Fig. 1: signal wires on met3
Scale: 6 px per µm. Cells faint in the background.
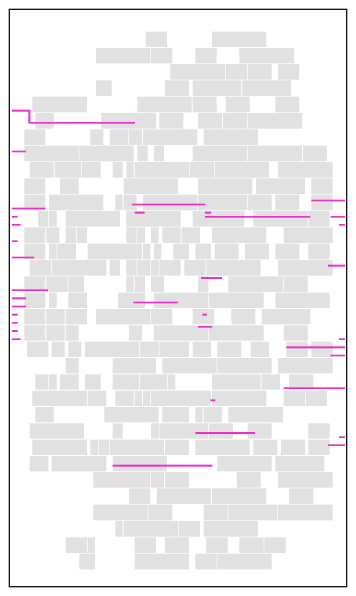
Fig. 2: track usage over the die
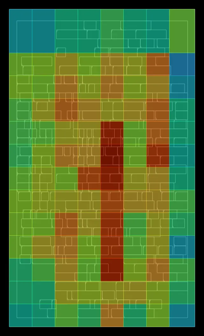
Fig. 3: routed metal per tile
Scale: 4 px per µm. 11 x 19 tiles, from dark blue (low) to red (high), scaled to the fullest tile. Values are wire area over tile area, all layers added.
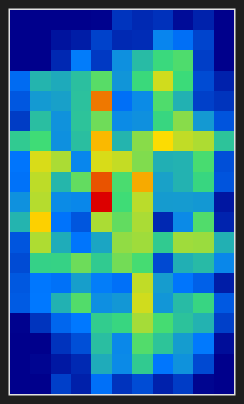
Fig. 4: the metal 2 layer
Scale: 6 px per µm. Cells faint in the background.
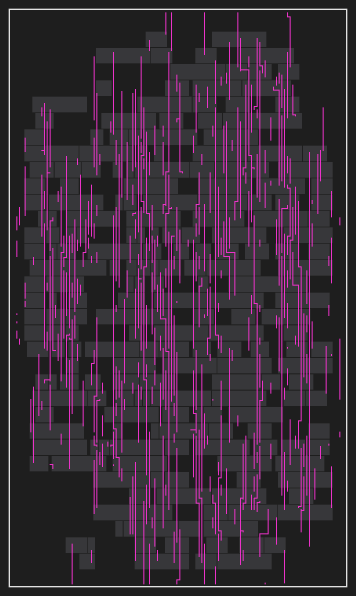
Fig. 5: I/O pins on the die edge
Scale: 6 px per µm. Pins as bars across the die edge, other pins in grey.
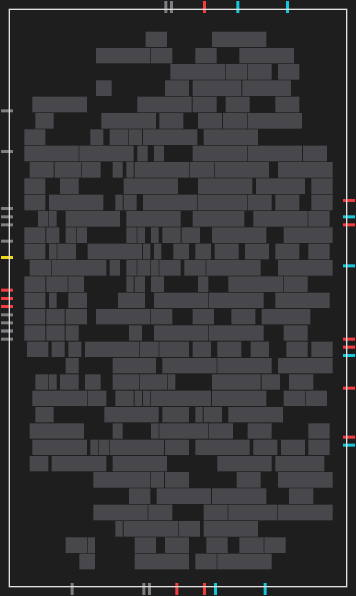
File: config.mk
export PLATFORM = sky130hd
export DESIGN_NAME = word_deframer
export DESIGN_NICKNAME = d
export VERILOG_FILES = /design/src/rtl/ask_pkg.sv /design/src/rtl/sync_fifo.sv /design/src/rtl/word_deframer.sv
export SDC_FILE = /design/constraint.sdc
export NUM_CORES = 1
export LEC_CHECK = 0
export ABC_AREA = 0
export CAP_MARGIN = 10
export CORE_AREA = 2 2 54 94
export CTS_BUF_LIST = sky130_fd_sc_hd__clkbuf_16
export CTS_CLUSTER_DIAMETER = 60
export DETAILED_ROUTE_END_ITERATION = 10
export DIE_AREA = 0 0 56 96
export PLACE_DENSITY = 0.83
export SYNTH_ARGS = -nofsm -noshare
export SYNTH_HDL_FRONTEND = slang
export SYNTH_SLANG_ARGS = --single-unit
File: constraint.sdc
create_clock -name clk -period 4.7 [get_ports clk]
set_input_delay 0.47 -clock clk [delete_from_list [all_inputs] [get_ports clk]]
set_output_delay 0.47 -clock clk [all_outputs]
set_load 0.005 [all_outputs]
File: src/rtl/ask_pkg.sv
// ask_pkg: shared constants, state encoding and frame helpers for the ASK
// receive path.
//   WORD_W / DATA_W : assembled word width and payload width
//   *_BIT, DATA_HI/LO: field positions inside the assembled word
//   state_e          : deframer lock state (HUNT=0, LOCKED=1)
package ask_pkg;

  localparam int unsigned WORD_W   = 12;
  localparam int unsigned DATA_W   = 8;
  localparam int unsigned ERR_W    = 8;

  localparam int unsigned MARK_BIT = 11;
  localparam int unsigned DATA_HI  = 10;
  localparam int unsigned DATA_LO  = 3;
  localparam int unsigned PAR_BIT  = 2;
  localparam int unsigned STOP_BIT = 1;
  localparam int unsigned PAD_BIT  = 0;

  typedef enum logic {
    HUNT   = 1'b0,
    LOCKED = 1'b1
  } state_e;

  // Good frame: marker set, pad clear, stop set, even parity over the payload.
  function automatic logic frame_good(input logic [WORD_W-1:0] w);
    return w[MARK_BIT] & ~w[PAD_BIT] & w[STOP_BIT] &
           (w[PAR_BIT] == ^w[DATA_HI:DATA_LO]);
  endfunction

  // Payload field of an assembled word.
  function automatic logic [DATA_W-1:0] frame_payload(input logic [WORD_W-1:0] w);
    return w[DATA_HI:DATA_LO];
  endfunction

endpackage

File: src/rtl/sync_fifo.sv
// sync_fifo: single-clock FIFO with registered full/empty flags.
//   clk, rst  : clock, asynchronous active-high reset (flushes contents)
//   push_i    : write data_i; ignored when full unless pop_i frees a slot
//   pop_i     : remove head; ignored when empty
//   data_i    : write data
//   data_o    : head entry (reset contents are zero)
//   full_o    : DEPTH entries held
//   empty_o   : no entries held
// DEPTH must be a power of two, at least 2, so pointers wrap naturally.
module sync_fifo #(
  parameter int unsigned WIDTH = 8,
  parameter int unsigned DEPTH = 4
) (
  input  logic             clk,
  input  logic             rst,
  input  logic             push_i,
  input  logic             pop_i,
  input  logic [WIDTH-1:0] data_i,
  output logic [WIDTH-1:0] data_o,
  output logic             full_o,
  output logic             empty_o
);

  localparam int unsigned PTR_W = $clog2(DEPTH);
  localparam int unsigned CNT_W = PTR_W + 1;

  logic [WIDTH-1:0] mem_q [DEPTH];
  logic [PTR_W-1:0] wr_ptr_q, wr_ptr_d;
  logic [PTR_W-1:0] rd_ptr_q, rd_ptr_d;
  logic [CNT_W-1:0] count_q, count_d;
  logic             full_q, full_d;
  logic             empty_q, empty_d;
  logic             wr_c, rd_c;

  // A pop in the same cycle frees the slot a full-FIFO push needs.
  always_comb begin
    wr_c     = push_i & (~full_q | pop_i);
    rd_c     = pop_i & ~empty_q;
    wr_ptr_d = wr_ptr_q + PTR_W'(wr_c);
    rd_ptr_d = rd_ptr_q + PTR_W'(rd_c);
    count_d  = count_q + CNT_W'(wr_c) - CNT_W'(rd_c);
    full_d   = (count_d == CNT_W'(DEPTH));
    empty_d  = (count_d == '0);
  end

  // Storage, pointers and flags.
  always_ff @(posedge clk or posedge rst) begin
    if (rst) begin
      for (int i = 0; i < DEPTH; i++) mem_q[i] <= '0;
      wr_ptr_q <= '0;
      rd_ptr_q <= '0;
      count_q  <= '0;
      full_q   <= 1'b0;
      empty_q  <= 1'b1;
    end else begin
      if (wr_c) mem_q[wr_ptr_q] <= data_i;
      wr_ptr_q <= wr_ptr_d;
      rd_ptr_q <= rd_ptr_d;
      count_q  <= count_d;
      full_q   <= full_d;
      empty_q  <= empty_d;
    end
  end

  assign data_o  = mem_q[rd_ptr_q];
  assign full_o  = full_q;
  assign empty_o = empty_q;

endmodule

File: src/rtl/word_deframer.sv
// word_deframer: checks assembled ASK words, tracks frame lock and buffers
// payloads of good frames seen while locked.
//   clk, rst   : clock, asynchronous active-high reset
//   word_in    : assembled word, sampled when word_valid=1
//   word_valid : one-cycle strobe for word_in
//   out_data   : FIFO head payload
//   out_valid  : FIFO not empty
//   out_ready  : sink takes out_data this cycle when out_valid=1
//   locked     : state is LOCKED
//   frame_err  : registered pulse per bad frame
//   overflow   : registered pulse per payload dropped on a full FIFO
//   err_count  : saturating count of bad frames plus overflows
module word_deframer
  import ask_pkg::*;
#(
  parameter int unsigned FIFO_DEPTH = 4,
  parameter int unsigned LOCK_COUNT = 2,
  parameter int unsigned LOSS_COUNT = 3
) (
  input  logic              clk,
  input  logic              rst,
  input  logic [WORD_W-1:0] word_in,
  input  logic              word_valid,
  output logic [DATA_W-1:0] out_data,
  output logic              out_valid,
  input  logic              out_ready,
  output logic              locked,
  output logic              frame_err,
  output logic              overflow,
  output logic [ERR_W-1:0]  err_count
);

  localparam int unsigned GOOD_W = $clog2(LOCK_COUNT + 1);
  localparam int unsigned BAD_W  = $clog2(LOSS_COUNT + 1);

  state_e             state_q, state_d;
  logic [GOOD_W-1:0]  good_run_q, good_run_d;
  logic [BAD_W-1:0]   bad_run_q, bad_run_d;
  logic               frame_err_q, frame_err_d;
  logic               overflow_q, overflow_d;
  logic [ERR_W-1:0]   err_count_q, err_count_d;

  logic               good_c;
  logic               push_c;
  logic               pop_c;
  logic               fifo_full;
  logic               fifo_empty;

  assign good_c = frame_good(word_in);
  assign pop_c  = ~fifo_empty & out_ready;

  // Lock FSM, push decision and error accounting; only strobed words count.
  always_comb begin
    state_d     = state_q;
    good_run_d  = good_run_q;
    bad_run_d   = bad_run_q;
    frame_err_d = 1'b0;
    push_c      = 1'b0;

    if (word_valid) begin
      case (state_q)
        HUNT: begin
          if (good_c) begin
            // The frame that completes lock is not pushed.
            if (good_run_q == GOOD_W'(LOCK_COUNT - 1)) begin
              state_d    = LOCKED;
              good_run_d = '0;
            end else begin
              good_run_d = good_run_q + GOOD_W'(1);
            end
          end else begin
            good_run_d  = '0;
            frame_err_d = 1'b1;
          end
        end
        LOCKED: begin
          if (good_c) begin
            bad_run_d = '0;
            push_c    = 1'b1;
          end else begin
            frame_err_d = 1'b1;
            if (bad_run_q == BAD_W'(LOSS_COUNT - 1)) begin
              state_d   = HUNT;
              bad_run_d = '0;
            end else begin
              bad_run_d = bad_run_q + BAD_W'(1);
            end
          end
        end
      endcase
    end

    // A concurrent pop makes room, so only full-without-pop drops.
    overflow_d = push_c & fifo_full & ~pop_c;

    err_count_d = err_count_q;
    if ((frame_err_d | overflow_d) && (err_count_q != {ERR_W{1'b1}})) begin
      err_count_d = err_count_q + ERR_W'(1);
    end
  end

  // State and registered outputs.
  always_ff @(posedge clk or posedge rst) begin
    if (rst) begin
      state_q     <= HUNT;
      good_run_q  <= '0;
      bad_run_q   <= '0;
      frame_err_q <= 1'b0;
      overflow_q  <= 1'b0;
      err_count_q <= '0;
    end else begin
      state_q     <= state_d;
      good_run_q  <= good_run_d;
      bad_run_q   <= bad_run_d;
      frame_err_q <= frame_err_d;
      overflow_q  <= overflow_d;
      err_count_q <= err_count_d;
    end
  end

  sync_fifo #(
    .WIDTH (DATA_W),
    .DEPTH (FIFO_DEPTH)
  ) u_fifo (
    .clk     (clk),
    .rst     (rst),
    .push_i  (push_c),
    .pop_i   (pop_c),
    .data_i  (frame_payload(word_in)),
    .data_o  (out_data),
    .full_o  (fifo_full),
    .empty_o (fifo_empty)
  );

  assign out_valid = ~fifo_empty;
  assign locked    = (state_q == LOCKED);
  assign frame_err = frame_err_q;
  assign overflow  = overflow_q;
  assign err_count = err_count_q;

endmodule
==> results.sh <==
# implementation run metrics
export IMPL_status="finished, final reports clean"
export IMPL_slowest_stage="clkdlybuf4s50_1"
export IMPL_top_power_group="registers"
export IMPL_sh_seq_area=0.443
export IMPL_finalPower_mw=1.41
export IMPL_viasPerCell=5.77
export IMPL_clockBufferDepth=2
export IMPL_place_hpwl_um=3340
export IMPL_clkbuf_count=5
export IMPL_cts_tree="built"
export IMPL_p_per_area_nw_per_um2=446
export IMPL_p_leak_nw=1.47
export IMPL_place_congestion=0.749
export IMPL_grt_busiest_layer="met2"
export IMPL_synthDistinctLibCells=32
export IMPL_logic_gate_count=116
export IMPL_ff_latch_area_um2=1400
export IMPL_num_nets_final=246
export IMPL_ff_type="dfrtp_1"
export IMPL_final_area_um2=3170
export IMPL_max_freq_mhz=321
export IMPL_dp_cells=269
export IMPL_numClockSinks=56
export IMPL_synth_area_um2=2620
export IMPL_non_clock_buffer_area_share=0.113
export IMPL_dieArea_um2=5380
export IMPL_dieWidth_um=56
export IMPL_antenna_left=0
export IMPL_clkLatencyLatePin_ns=0.29
export IMPL_cts_hold_fix_buffers=0
export IMPL_logic_area_um2=1180
export IMPL_final_layout_top_logic_cells="dfrtp_1 (55), clkdlybuf4s50_1 (35), mux2_2 (33), xnor2_1 (11), inv_1 (9)"
export IMPL_clock_area_frac=0.0422
export IMPL_syn_num_nets=206
export IMPL_slew_headroom=0.540
export IMPL_ys_seq_share=0.535
export IMPL_wl_met2_um=2610
export IMPL_initCoreUtil=0.567
export IMPL_ys_cells=184
export IMPL_fin_skew_ns=0.00444
export IMPL_end_kind="flip-flop"
export IMPL_clk_pin_slew_worst_paths_ns=0.06
export IMPL_ir_worst_vdd_v=0.000379
export IMPL_grt_pass1_wl_um=8020
export IMPL_dpl_cell_area_um2=3040
export IMPL_critPathTopFamily="XOR/XNOR gates"
export IMPL_setup_tns_ns=0
export IMPL_drtIter0Drc=33
export IMPL_drc=0
export IMPL_cp_max_fo=8
export IMPL_rsz0062_at_grt="no"
export IMPL_arrival_ns=3.31
export IMPL_finalHoldViolations=0
export IMPL_nWellTaps=52
export IMPL_post_cts_buffers=0
export IMPL_internal_power_uw=999
export IMPL_fin_crit_sh=0.663
export IMPL_tool_warnings=26
export IMPL_num_antenna_cells=0
export IMPL_pg_seq_uw=687
export IMPL_htree_levels=2
export IMPL_combPwrFrac=0.271
export IMPL_worst_slack_ns=1.58
export IMPL_cap_violations=0
export IMPL_timing_worst_slew_pin_value_ns=0.691
export IMPL_core_area_um2=4620
export IMPL_clock_power_uw=344
export IMPL_route_met3_wl_um=154
export IMPL_synth_seq_cells=56
export IMPL_yosys_warnings=0
export IMPL_wl_met1_um=1890
export IMPL_die_size_y_um=96
export IMPL_nFillCells=336
export IMPL_overflow=0
export IMPL_fin_util=0.685
export IMPL_largest_cell_class="sequential cells"
export IMPL_switching_power_uw=415
export IMPL_synth_edff_count=0
export IMPL_cts_root_buf="clkbuf_16"
export IMPL_ff_count=56
export IMPL_antenna_found_initial=0
export IMPL_syn_inst=184
About Fig. 1:
share of all routed wire = 3.3%
nets with wire on the layer = 28
main direction = horizontal
longest straight run = 17.5 µm
Routed Wire Length: 4730 µm
routing usage on met3: 0.0309
via count: 1592

About Fig. 2:
GR Util met1: 0.223
DR WL/cell: 17.1 µm

About Fig. 3:
densest ninth of the die = centre
nearly empty tiles = 11%
tiles over half the peak = 23%

About Fig. 4:
wire length on this layer = 2610 µm
longest straight run = 65.6 µm
M2 GR Usage: 0.369

About Fig. 5:
red -> `word_in`  # pins 12, direction input, edge 6 right, 3 left, 2 bottom, 1 top
yellow -> `overflow`  # pins 1, direction output, edge left
cyan -> `out_data`  # pins 8, direction output, edge 4 right, 2 bottom, 2 top

## state kept, by name, indices dropped and copies added (netlist names)
register,count
bad_run_q,2
err_count,8
frame_err,1
good_run_q,2
locked,1
overflow,1
u_fifo.count_q,3
u_fifo.empty_o,1
u_fifo.full_o,1
u_fifo.mem_q,32
u_fifo.rd_ptr_q,2
u_fifo.wr_ptr_q,2
## kinds of logic after synthesis
group	count (synthesis)	synth area share
AND-OR/OR-AND	12	0.0310
XOR/XNOR	18	0.0835
buffers and inverters	12	0.0172
AND/OR/NAND/NOR	38	0.0868
multiplexers	42	0.216
flip-flops	56	0.535
adder cells (fa/ha/maj)	6	0.0315
## cell usage after synthesis, types with 2 or more instances
cell	count	share of area
nand2b_1	3	0.0072
a311oi_1	2	0.0067
nand4_1	4	0.0095
xnor2_1	11	0.037
xnor3_1	2	0.017
ha_1	5	0.024
nor3b_1	4	0.011
clkbuf_1	3	0.0043
and3_1	3	0.0072
o21ai_0	4	0.0076
mux4_2	8	0.069
inv_1	9	0.013
nand2_1	7	0.010
dfrtp_1	55	0.52
nand3_2	4	0.015
nor2_1	3	0.0043
nor3_1	4	0.0076
a31oi_1	2	0.0048
mux2_2	33	0.14
nand3_1	3	0.0057
xor2_1	3	0.010
a22o_1	2	0.0067
## final timing paths
check / depth (start not counted) / from / slack, ns / to
min in group asynchronous: 3 / rst / 0.69 / u_fifo.mem_q[10]
max in group asynchronous: 3 / rst / 3.55 / u_fifo.mem_q[12]
setup reg to reg: 8 / u_fifo.empty_o / 2.23 / u_fifo.full_o
hold / removal: 1 / u_fifo.mem_q[8] / 0.50 / u_fifo.mem_q[8]
hold reg to reg: 1 / u_fifo.mem_q[8] / 0.50 / u_fifo.mem_q[8]
setup / recovery: 10 / word_in[10] / 1.58 / u_fifo.full_o
